Figure 1. Floorplan with the power grid.
Scale bar: 20 µm. Pins as bars on the die edge.
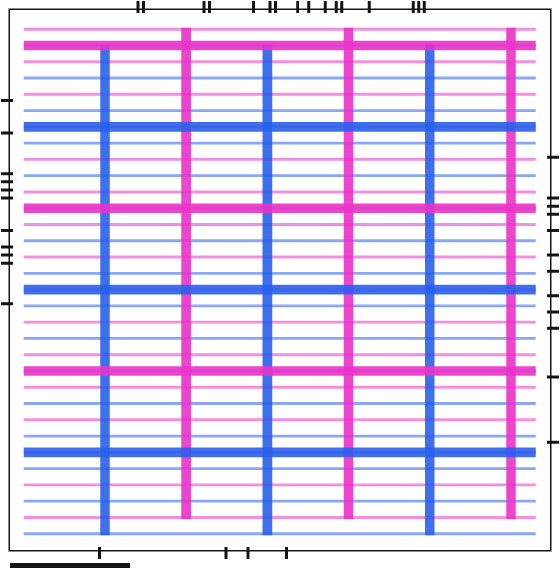
Figure 2. Cells colored by class.
Scale bar: 20 µm.
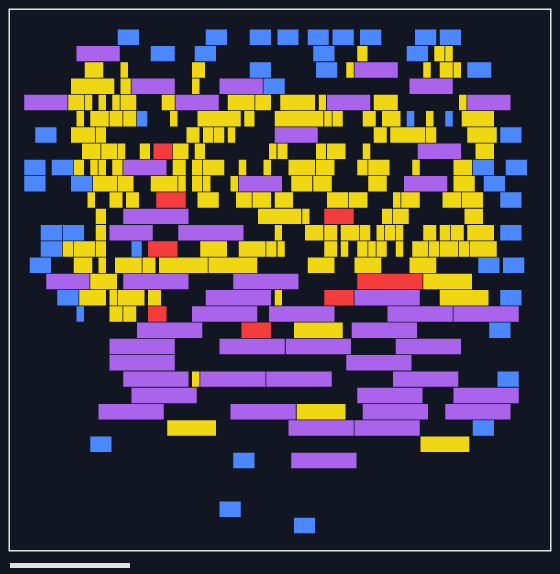
Figure 3. Routed clock nets over the placement.
Scale bar: 20 µm.
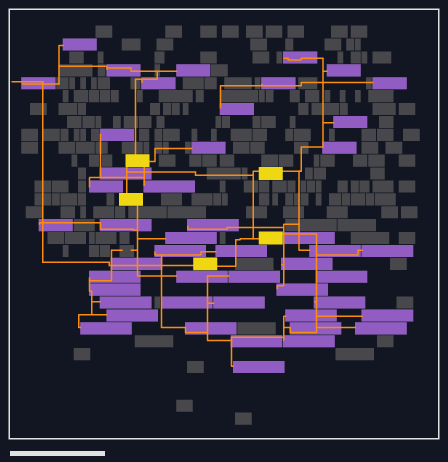
**config.mk**
```make
export PLATFORM = sky130hd
export DESIGN_NAME = pc_sequencer
export DESIGN_NICKNAME = d
export VERILOG_FILES = /design/src/rtl/pc_pkg.sv /design/src/rtl/ras_stack.sv /design/src/rtl/pc_sequencer.sv
export SDC_FILE = /design/constraint.sdc
export NUM_CORES = 1
export LEC_CHECK = 0
export ABC_AREA = 0
export CORE_MARGIN = 2
export CORE_UTILIZATION = 35
export DETAILED_ROUTE_END_ITERATION = 16
export GPL_TIMING_DRIVEN = 0
export SYNTH_ARGS = -nofsm -noshare
export SYNTH_HDL_FRONTEND = slang
export SYNTH_HIERARCHICAL = 1
export SYNTH_SLANG_ARGS = --single-unit
```
**constraint.sdc**
```tcl
create_clock -name clk -period 3.3 [get_ports clk]
set_clock_uncertainty 0.15 [all_clocks]
set_input_delay 0.66 -clock clk [delete_from_list [all_inputs] [get_ports clk]]
set_output_delay 0.66 -clock clk [all_outputs]
set_load 0.005 [all_outputs]
```
**src/rtl/pc_pkg.sv**
```systemverilog
// Shared types and defaults for the program-counter stage.
package pc_pkg;

  localparam int PC_W_DEF     = 8;
  localparam int RESET_PC_DEF = 0;

  // Source selected for the next program-counter value.
  typedef enum logic [2:0] {
    NPC_SEQ,
    NPC_BRANCH,
    NPC_JUMP,
    NPC_CALL,
    NPC_RET,
    NPC_HOLD
  } npc_src_e;

  // Sequencer run state.
  typedef enum logic {
    ST_RUN,
    ST_HALTED
  } pc_state_e;

endpackage

```
**src/rtl/ras_stack.sv**
```systemverilog
// Return-address stack: LIFO that overwrites its oldest entry when pushed while full.
module ras_stack #(
  parameter int DATA_W = 8,
  parameter int DEPTH  = 4
) (
  input  logic              clk,
  input  logic              reset,
  input  logic              push,
  input  logic              pop,
  input  logic [DATA_W-1:0] push_data,
  output logic [DATA_W-1:0] top,
  output logic              empty,
  output logic              full
);

  localparam int PTR_W = $clog2(DEPTH);
  localparam int CNT_W = PTR_W + 1;

  logic [DATA_W-1:0] mem_q [DEPTH];
  logic [PTR_W-1:0]  sp_q;
  logic [CNT_W-1:0]  cnt_q;
  logic [PTR_W-1:0]  top_idx;

  // sp_q points at the next slot to write; the newest entry sits just below it,
  // and the pointer wraps so a push into a full stack lands on the oldest entry.
  assign top_idx = sp_q - PTR_W'(1);
  assign top     = mem_q[top_idx];
  assign empty   = (cnt_q == '0);
  assign full    = (cnt_q == CNT_W'(DEPTH));

  // Stack pointer and occupancy; a pop wins if both are requested.
  always_ff @(posedge clk) begin
    if (reset) begin
      sp_q  <= '0;
      cnt_q <= '0;
    end else if (pop && !empty) begin
      sp_q  <= sp_q - PTR_W'(1);
      cnt_q <= cnt_q - CNT_W'(1);
    end else if (push && !pop) begin
      sp_q <= sp_q + PTR_W'(1);
      if (!full) cnt_q <= cnt_q + CNT_W'(1);
    end
  end

  // Entry storage; contents are meaningless while the count says empty, so no reset.
  always_ff @(posedge clk) begin
    if (push && !pop) mem_q[sp_q] <= push_data;
  end

endmodule

```
**src/rtl/pc_sequencer.sv**
```systemverilog
// Program-counter stage: PC register, next-PC priority select, RUN/HALTED FSM,
// return-address stack and sticky stack-error flags.
module pc_sequencer
  import pc_pkg::*;
#(
  parameter int PC_W      = PC_W_DEF,
  parameter int RESET_PC  = RESET_PC_DEF,
  parameter int RAS_DEPTH = 4
) (
  input  logic                   clk,
  input  logic                   reset,
  input  logic                   en,
  input  logic                   branch_sel,
  input  logic signed [PC_W-1:0] branch_off,
  input  logic                   jump,
  input  logic [PC_W-1:0]        jump_addr,
  input  logic                   call,
  input  logic                   ret,
  input  logic                   halt,
  output logic [PC_W-1:0]        pc,
  output logic [PC_W-1:0]        pc_plus1,
  output logic                   halted,
  output logic                   ras_overflow,
  output logic                   ras_underflow
);

  pc_state_e       state_q, state_d;
  npc_src_e        npc_src;
  logic [PC_W-1:0] pc_q, pc_d;
  logic            ovf_q, ovf_d;
  logic            unf_q, unf_d;
  logic            ras_push, ras_pop;
  logic [PC_W-1:0] ras_top;
  logic            ras_empty, ras_full;

  assign pc            = pc_q;
  assign pc_plus1      = pc_q + PC_W'(1);
  assign halted        = (state_q == ST_HALTED);
  assign ras_overflow  = ovf_q;
  assign ras_underflow = unf_q;

  ras_stack #(
    .DATA_W (PC_W),
    .DEPTH  (RAS_DEPTH)
  ) u_ras (
    .clk       (clk),
    .reset     (reset),
    .push      (ras_push),
    .pop       (ras_pop),
    .push_data (pc_plus1),
    .top       (ras_top),
    .empty     (ras_empty),
    .full      (ras_full)
  );

  // Priority select of the next-PC source, then next state, stack control and flags.
  always_comb begin
    npc_src  = NPC_HOLD;
    state_d  = state_q;
    pc_d     = pc_q;
    ras_push = 1'b0;
    ras_pop  = 1'b0;
    ovf_d    = ovf_q;
    unf_d    = unf_q;

    if (state_q == ST_RUN && en) begin
      if (halt)            npc_src = NPC_HOLD;
      else if (ret)        npc_src = NPC_RET;
      else if (call)       npc_src = NPC_CALL;
      else if (jump)       npc_src = NPC_JUMP;
      else if (branch_sel) npc_src = NPC_BRANCH;
      else                 npc_src = NPC_SEQ;
      if (halt) state_d = ST_HALTED;
    end

    case (npc_src)
      NPC_SEQ:    pc_d = pc_plus1;
      NPC_BRANCH: pc_d = pc_plus1 + $unsigned(branch_off);
      NPC_JUMP:   pc_d = jump_addr;
      NPC_CALL: begin
        ras_push = 1'b1;
        pc_d     = jump_addr;
        if (ras_full) ovf_d = 1'b1;
      end
      NPC_RET: begin
        if (!ras_empty) begin
          ras_pop = 1'b1;
          pc_d    = ras_top;
        end else begin
          pc_d  = pc_plus1;
          unf_d = 1'b1;
        end
      end
      default:    pc_d = pc_q;
    endcase
  end

  // State, PC and sticky flag registers; reset overrides stall and HALTED.
  always_ff @(posedge clk) begin
    if (reset) begin
      state_q <= ST_RUN;
      pc_q    <= PC_W'(RESET_PC);
      ovf_q   <= 1'b0;
      unf_q   <= 1'b0;
    end else begin
      state_q <= state_d;
      pc_q    <= pc_d;
      ovf_q   <= ovf_d;
      unf_q   <= unf_d;
    end
  end

endmodule

```
==> results_slide.txt <==
Flow Results at a Glance

Outcome
  – Status: finished, final reports clean

Placement
  – # placed instances: about 360
  – Instance area at placement: ~3100 µm²
  – Final Wtd Congestion: ~0.85

Detailed routing
  – Met2 wire length: approximately 2.9 mm
  – Residual DRC: 0
  – Iteration count of the initial detailed-routing pass: 4
  – Total length of routed met3 wires: roughly 290 µm

Pwr
  – Final Power: 0.00134 W
  – Switching power: between 0.0003 and 0.0004 W
  – Combinational cell fraction of total power: 0.170
  – P_int: roughly 0.0010 W
  – Reg power frac: 0.502
  – Leak pwr: between 1 and 1.5 nW

Synthesis
  – Yosys synthesis warning count: 6
  – Post-synthesis sequential element count: roughly 48
  – XOR/XNOR share of the synthesized area: 0.0548
  – AND/OR/NAND/NOR Cells, Area Fraction: 0.138
  – Predominant post-synthesis flop cell: edfxtp_1
  – Mux cell area share after synthesis: 0.0774

Setup path
  – Worst reg-to-reg setup slack: about 0.27 ns
  – CP Max Fanout: 10
  – Crit path kind: in2reg
  – Worst setup startpoint: halt
  – Cells traversed along the worst timing path: clkdlybuf4s50_1 > nor2_1 > nand2_1 > clkbuf_1 > nor2_1 > buf_2 > o31a_1 > inv_1 > fa_1 > o221a_2 > a211oi_1
  – Crit Reg-Reg Endpoint: pc[3]
  – Worst Path Arrival: between 3 and 4 ns

Floorplan
  – Width of the die: between 90 and 100 µm
  – Num ports: 43
  – Std-Cell Rows: 31
  – Floorplan die area: 8150 µm²

Clock network
  – CTS Root Cell: clkbuf_8
  – Postcts setup bufs: 0

STA
  – Actual slew at the worst max-slew pin: around 0.66 ns
  – Hold slack final: 0.334 ns
  – Peak Freq: around 320 MHz

Min path
  – Origin of the worst min-delay path: ras_underflow
  – Hold/Removal Path Class: reg2reg

Global routing
  – Maximum number of pins on one net before global-route repair: 17

Finish
  – NonClk Buf Share: 0.139
  – Portion of the layout cell area used by clock cells: 0.0357
  – Share of cells above drive strength 1: 0.128
  – Most used logic cell in the final layout: clkdlybuf4s50_1
  – Non-Clock Inverter Count: 15
  – Seq. cell area: 1280 µm²
  – Count of buffers not belonging to the clock network in the layout: 48
## Picture notes: Figure 1
[magenta] VDD
[blue] VSS
signal pins: 43
met1 rails: 32
rows: 31
met5 straps: 6
height of the die: 90.3 µm
Core ar.: 7210 µm²
maximum vdd ir drop: 0.198 mV

## Picture notes: Figure 2
[blue] other buffers and delay cells | cells: 48
[red] clock drivers and dummy loads | cells: 8
[purple] flip-flops | cells: 48
[yellow] all other logic | cells: 161

## Picture notes: Figure 3
[orange] clock wires | length: 638 µm
[purple] flip-flops | count: 48
[yellow] cells driving clock nets | count: 5
routed clock nets: 6

Power and IR drop assume default switching activity.
